<file path="src/rtl/ula_pkg.sv">
// Shared ULA opcode constants, flag bit positions and result/flag record types.
package ula_pkg;

  localparam logic [4:0] ULA_OP_ADD    = 5'b00000;
  localparam logic [4:0] ULA_OP_ADDINC = 5'b00001;
  localparam logic [4:0] ULA_OP_INC    = 5'b00011;
  localparam logic [4:0] ULA_OP_SUBDEC = 5'b00100;

  localparam int unsigned FLAG_O = 3;
  localparam int unsigned FLAG_S = 2;
  localparam int unsigned FLAG_C = 1;
  localparam int unsigned FLAG_Z = 0;

  localparam int unsigned ULA_DATA_W = 32;
  localparam int unsigned ULA_REG_AW = 5;
  localparam int unsigned ULA_OP_W   = 5;

  typedef struct packed {
    logic o;
    logic s;
    logic c;
    logic z;
  } ula_flags_t;

  typedef struct packed {
    logic [ULA_DATA_W-1:0] data;
    logic [ULA_REG_AW-1:0] addr;
    logic                  we;
    logic [ULA_OP_W-1:0]   op;
  } ula_res_t;

endpackage

</file>
<file path="src/rtl/ula_result_fifo.sv">
// Generic DEPTH-entry FIFO with occupancy count, synchronous flush and async active-low reset.
module ula_result_fifo #(
  parameter int unsigned WIDTH = 43,
  parameter int unsigned DEPTH = 2,
  localparam int unsigned AW   = $clog2(DEPTH),
  localparam int unsigned CW   = AW + 1
) (
  input  logic             clk,
  input  logic             rst_n,
  input  logic             push_i,
  input  logic             pop_i,
  input  logic             flush_i,
  input  logic [WIDTH-1:0] wdata_i,
  output logic [WIDTH-1:0] rdata_o,
  output logic [CW-1:0]    count_o
);

  logic [WIDTH-1:0] mem_q [DEPTH];
  logic [AW-1:0]    wr_ptr_q;
  logic [AW-1:0]    rd_ptr_q;
  logic [CW-1:0]    count_q;

  // DEPTH is a power of two, so pointers wrap by natural overflow.
  always_ff @(posedge clk or negedge rst_n) begin
    if (!rst_n) begin
      wr_ptr_q <= '0;
      rd_ptr_q <= '0;
      count_q  <= '0;
    end else if (flush_i) begin
      wr_ptr_q <= '0;
      rd_ptr_q <= '0;
      count_q  <= '0;
    end else begin
      if (push_i) wr_ptr_q <= wr_ptr_q + AW'(1);
      if (pop_i)  rd_ptr_q <= rd_ptr_q + AW'(1);
      case ({push_i, pop_i})
        2'b10:   count_q <= count_q + CW'(1);
        2'b01:   count_q <= count_q - CW'(1);
        default: count_q <= count_q;
      endcase
    end
  end

  always_ff @(posedge clk) begin
    if (push_i && !flush_i) mem_q[wr_ptr_q] <= wdata_i;
  end

  // Empty FIFO presents zeros so the head never shows stale or uninitialised storage.
  assign rdata_o = (count_q != '0) ? mem_q[rd_ptr_q] : '0;
  assign count_o = count_q;

endmodule

</file>
<file path="src/rtl/ula_result_stage.sv">
// ULA result stage: buffers results for register-file writeback and holds the architectural flags.
module ula_result_stage
  import ula_pkg::*;
#(
  parameter int unsigned DATA_W = 32,
  parameter int unsigned REG_AW = 5,
  parameter int unsigned DEPTH  = 2
) (
  input  logic              clk,
  input  logic              rst_n,
  input  logic              in_valid,
  output logic              in_ready,
  input  logic [DATA_W-1:0] RESU,
  input  logic              O,
  input  logic              C,
  input  logic              S,
  input  logic              Z,
  input  logic [4:0]        OP,
  input  logic [REG_AW-1:0] rd_addr,
  input  logic              rd_we,
  input  logic [3:0]        flag_mask,
  input  logic              flush,
  input  logic              clr_sticky,
  output logic              wb_valid,
  input  logic              wb_ready,
  output logic [DATA_W-1:0] wb_data,
  output logic [REG_AW-1:0] wb_addr,
  output logic              wb_we,
  output logic [4:0]        wb_op,
  output logic [3:0]        FLAGS,
  output logic              ovf_sticky
);

  localparam int unsigned CW = $clog2(DEPTH) + 1;

  // Same layout as ula_res_t, but sized from this instance's parameters.
  typedef struct packed {
    logic [DATA_W-1:0] data;
    logic [REG_AW-1:0] addr;
    logic              we;
    logic [4:0]        op;
  } res_t;

  res_t          in_ent;
  res_t          head;
  logic [CW-1:0] count;
  logic          push;
  logic          pop;
  ula_flags_t    in_flags;
  ula_flags_t    flags_q, flags_d;
  logic          sticky_q, sticky_d;

  assign in_ready = (count < CW'(DEPTH));
  assign wb_valid = (count != '0);
  assign push     = in_valid && in_ready && !flush;
  assign pop      = wb_valid && wb_ready && !flush;

  assign in_ent   = '{data: RESU, addr: rd_addr, we: rd_we, op: OP};
  assign in_flags = '{o: O, s: S, c: C, z: Z};

  ula_result_fifo #(
    .WIDTH ($bits(res_t)),
    .DEPTH (DEPTH)
  ) u_fifo (
    .clk     (clk),
    .rst_n   (rst_n),
    .push_i  (push),
    .pop_i   (pop),
    .flush_i (flush),
    .wdata_i (in_ent),
    .rdata_o (head),
    .count_o (count)
  );

  // Flags commit at push time so they follow program order regardless of writeback stalls.
  always_comb begin
    flags_d  = flags_q;
    sticky_d = sticky_q;
    if (push) begin
      for (int unsigned i = 0; i < 4; i++) begin
        if (flag_mask[i]) flags_d[i] = in_flags[i];
      end
    end
    if (clr_sticky) sticky_d = 1'b0;
    if (push && O && flag_mask[FLAG_O]) sticky_d = 1'b1;
  end

  always_ff @(posedge clk or negedge rst_n) begin
    if (!rst_n) begin
      flags_q  <= '0;
      sticky_q <= 1'b0;
    end else begin
      flags_q  <= flags_d;
      sticky_q <= sticky_d;
    end
  end

  assign FLAGS      = flags_q;
  assign ovf_sticky = sticky_q;
  assign wb_data    = head.data;
  assign wb_addr    = head.addr;
  assign wb_op      = head.op;
  assign wb_we      = head.we && (head.addr != '0);

endmodule

</file>
<file path="config.mk">
export PLATFORM = sky130hd
export DESIGN_NAME = ula_result_stage
export DESIGN_NICKNAME = d
export VERILOG_FILES = /design/src/rtl/ula_pkg.sv /design/src/rtl/ula_result_fifo.sv /design/src/rtl/ula_result_stage.sv
export SDC_FILE = /design/constraint.sdc
export NUM_CORES = 1
export LEC_CHECK = 0
export ABC_AREA = 1
export CORE_ASPECT_RATIO = 0.8
export CORE_MARGIN = 8
export CORE_UTILIZATION = 30
export CTS_CLUSTER_DIAMETER = 120
export DETAILED_ROUTE_END_ITERATION = 12
export GPL_TIMING_DRIVEN = 0
export HOLD_SLACK_MARGIN = 0.12
export PLACE_DENSITY = 0.55
export SETUP_SLACK_MARGIN = 0.5
export SLEW_MARGIN = 10
export SYNTH_ARGS = -nofsm -noshare
export SYNTH_HDL_FRONTEND = slang
export SYNTH_HIERARCHICAL = 1
export SYNTH_SLANG_ARGS = --single-unit
</file>
<file path="constraint.sdc">
create_clock -name clk -period 4.3 [get_ports clk]
set_clock_uncertainty 0.15 [all_clocks]
set_input_delay 0.86 -clock clk [delete_from_list [all_inputs] [get_ports clk]]
set_output_delay 0.86 -clock clk [all_outputs]
set_load 0.01 [all_outputs]
</file>
Figure 1. Clock distribution.
The bar under the picture is 50 um long.
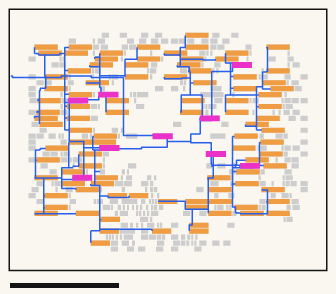
[flip-flops] orange | count: 95
[clock wires] blue | length: 1120 um
[cells driving clock nets] magenta | count: 9
flops lie: all over the die
routed clock nets: 10
power attributed to the clock group: 768 uW
clock latency on the worst-skew pair: 330 ps
clock network fraction of design power: 27.9%

Figure 2. Zoomed window.
Window x 94 to 124, y 15 to 45 um. Cells in grey, sequential cells in the stronger grey; small squares are vias.
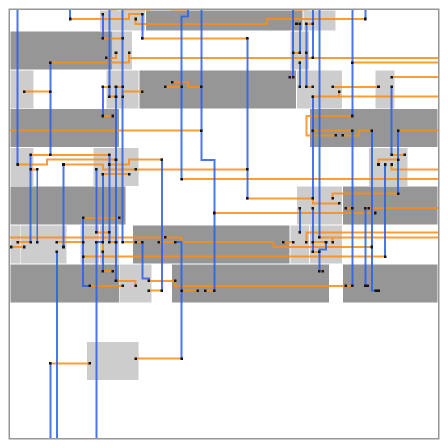
| layer | colour |
|---|---|
| met1 | orange |
| met2 | blue |
cells with their middle in the window: 30
netlist names of flops here include: `u_fifo/mem_q` (11)
most frequent: edfxtp_1 (11), nand2_1 (6)
sequential cells in the window: 11

Figure 3. Clock wiring as the flow saved it.
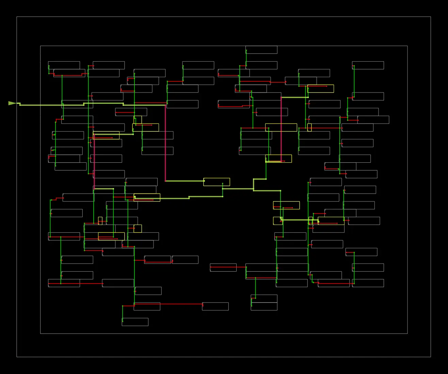
number of buffers inserted during clock tree synthesis: 9
flip-flop and latch count: 95

Figure 4. Sequential cells coloured by netlist name.
The bar under the picture is 50 um long. Other sequential cells in the stronger grey, the rest of the logic in the fainter grey.
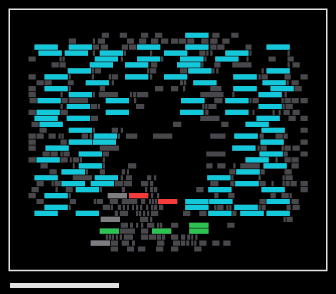
| netlist name | colour | sequential cells |
|---|---|---|
| `FLAGS` | green | 4 |
| `u_fifo/mem_q` | cyan | 86 |
| `u_fifo/count_o` | red | 2 |
not coloured: 3
sequential cell area in the final layout: 0.00281 sq mm
Power Sequential: 1.10 mW
final core area utilization: 43.3%
share of the final layout cell area in sequential cells: 50.2%

==> run summary <==
Flow results follow.

The post-synthesis share of cell area spent on xor and xnor gates is 0%. The min-delay analysis places its worst path in the category reg2reg. The worst endpoint data arrival time is 2210 ps. In the final layout, multi-input gates take up 17.2% of the cell area.

The non-filler instance count after layout is 597. The combinational power is 892 uW. The die boundary width is 145 um. The via count of the first global-routing pass is 2691. The worst ir drop on vdd is 0.234 mV. In the layout the commonest cells are 105 x sky130_fd_sc_hd__clkdlybuf4s50_1, 97 x sky130_fd_sc_hd__nand2_1, 86 x sky130_fd_sc_hd__edfxtp_1. Per the detail_route log, the uppermost layer with routed signals is met4. The number of nets at floorplan is 356. Gates resized during post-CTS repair numbered 0. The number of H-tree levels is 3.

The number of hold buffers added after CTS is 0. Global routing finished with a remaining overflow of 0. Summed over all nets, the switching power comes to 798 uW. The global-route wire length before repair is 14.1 mm.

All stages included, the depth of the critical timing path comes to 10. On met1, the global router reports a usage of 13.0%. Per the detailed placement report, the placed cell area equals 0.00530 sq mm. In this run, placement finished with an instance count of 581. In this run the post-CTS setup repair buffer count came out at 0. The synthesized design contains 86 enable-type register cells. In the post-route analysis, the smallest setup slack over all paths is 1080 ps. The signal on the critical path passes through inv_1, nand2_2, inv_2, buf_6, a21oi_2, nor2_1, nand3b_1, nand2_1, inv_1, clkdlybuf4s50_1. After global routing, the most crowded layer is met2. The count of plain and timing-repair buffers in the layout is 121. Per the CTS log, the root buffer master is sky130_fd_sc_hd__clkbuf_16. The highest clock rate is 310 MHz. Endpoints failing hold in the final report were tallied at 0. The run finished with clean final reports. Per the post-route antenna check, the number of violating nets is 0. The core region is 0.0129 sq mm. The worst setup path is launched from a flip-flop.

The share of total power in combinational logic is 32.4%. The share of the Yosys chip area taken by registers is 70.6%. The overall fraction of global-route tracks in use is 10.7%. Switching power as a fraction of the total was reported as 28.9%. The registers of the reported paths see a clock transition of 60 ps. The cell count in the Yosys report is 299.

The transition time recorded at the tightest slew-check pin is 620 ps. The cell internal power dissipation is 1.96 mW. The synthesized design spends more area on one cell type than any other, namely sky130_fd_sc_hd__edfxtp_1. The count of buffers added on input and output ports is 105.

The worst setup path is captured at an output pin. The layout has 1175 filler cells. The length in cells of the worst reg-to-reg path is 6. Counting flops with an async set or reset pin after synthesis yields a share of 9.47%. Per the final layout report, the fraction of cells sized above drive strength 1 comes to 20.6%. The first routing iteration left 95 violations.

The number of logic gates is 178. The last weighted congestion value of the routability-driven placer is 0.700. More flip-flops sit in one register than any other, and that register is u_fifo/mem_q. In this run the core area contains 37 standard-cell rows. Sorting the synthesized cells by area gives the leading types as sky130_fd_sc_hd__edfxtp_1 65%, sky130_fd_sc_hd__nand2_1 9.2%, sky130_fd_sc_hd__a21oi_2 8.8%.

According to the timing report, the data required time at the worst endpoint equals 3290 ps. The multi-input combinational cells in the finished layout cover a total of 962 sq um. After routing the design area is 0.00559 sq mm.

Non-clock inverters in the final layout number 12. Entering global routing, the biggest net connects 27 pins. The worst hold margin is 323 ps. Looking at the setup timing report, the critical path kind is reg2out. The AND-OR/OR-AND share of the synthesized area is 9.56%. The number of clock sinks is 95. The script extracted a total leakage power of 1.95 nW. The clock tree cell share of total cell area is 5.19%. The DRC violation total left in the routed layout is recorded as 0.

The number of clock buffers in the layout is 10. 107 I/O pins were placed. Wire segments on met3 add up to 754 um in the final route.

The endpoint of the lowest-slack register-to-register path is u_fifo/mem_q[1][23]$_DFFE_PP_. The fraction of the cycle the final worst path needs is 74.9%. Setup repair after global routing left no endpoint under its margin. 0 antenna diodes ended up in the layout. The count of max-cap constraint violations is 0. Registers are responsible for 39.8% of the overall power. After synthesis, the mean cell area works out to 13.3 sq um. The height of the die is 119 um. The start point of the critical path is u_fifo/count_o[1]$_DFFE_PN0P_. The most instantiated library cell after synthesis is sky130_fd_sc_hd__nand2_1. The number of distinct standard cells referenced by the synthesized netlist is 20. For the finished layout, the period the worst path requires is 3220 ps. In this run the cell area of the synthesized design comes to 0.00398 sq mm.

Setup total negative slack on the finished layout was measured at 0 ps. The clock tree from TritonCTS is built. The met3 track utilization from global routing is 4.43%.

In the log, the iteration count for the first detailed-route pass is 4. On the critical path, the stage with the largest delay is an instance of sky130_fd_sc_hd__clkdlybuf4s50_1. The number of antenna violations at the first check in global routing came to 0. Across the placement rows, the number of tap cells is 175. The number of instances in the synthesized netlist is 299. The relative area of non-clock buffer cells in the final design is 22.6%.

The area overhead of the layout relative to synthesis is 40.6%. STA reports a reg2reg setup slack of 2090 ps. The routed design uses 4.24 mm of met2 wire.

The critical path's most frequent cell is sky130_fd_sc_hd__inv_1. The worst slew slack as a fraction of its limit is 58.6%. The total via count in the routed design is 2555.

The power consumption is 2.76 mW. The script computed a power per unit cell area of 493 mW/mm^2. The synthesized design contains 95 register bits. Per the post-place timing report, worst setup slack is 1180 ps.

The floorplan step records an initial core utilization of 30.8%. The top cell type in the final layout, fill and taps aside, is sky130_fd_sc_hd__clkdlybuf4s50_1. The maximum buffer depth of the clock tree is 2. The endpoint of the worst hold-timing path is FLAGS[0]$_DFFE_PN0P_. The top cell type's share of synthesized area is 64.9%.

Per the timing report, the biggest fanout along the worst path comes to 10. The most common flop cell mapped by yosys is sky130_fd_sc_hd__edfxtp_1. The cell class contributing the biggest share of worst-path delay is buffers and inverters.

For this run, the detailed router reports a per-instance via density of 4.28. The total tool warning count is 26. In this design, the stage delay of the slowest critical-path cell is 470 ps. The start point of the worst min-delay path is FLAGS[0]$_DFFE_PN0P_. Counting instances, the worst hold path has a depth of 2.

The sum of routed wire segments on met1 is 4.10 mm. By area, the class that comes first in the final layout consists of sequential cells. The portion of netlist area occupied by mux cells is 0%. OpenSTA lists the critical path endpoint as wb_we.

Global routing consumed, on the met2 layer, 16.9% of the routing resources. The average wire per cell in the routed design is 15.4 um. The number of endpoints failing setup at the final stage is 0. The top contributor to total power is registers. Per the synthesis report, the adder-cell share of the synthesized area is 0%. The count of synthesis-stage warnings from yosys is 6. The share of synthesized cell area in and, or, nand and nor gates is 14.2%.
Power figures rest on the tool's default switching activity, not on a simulated workload.
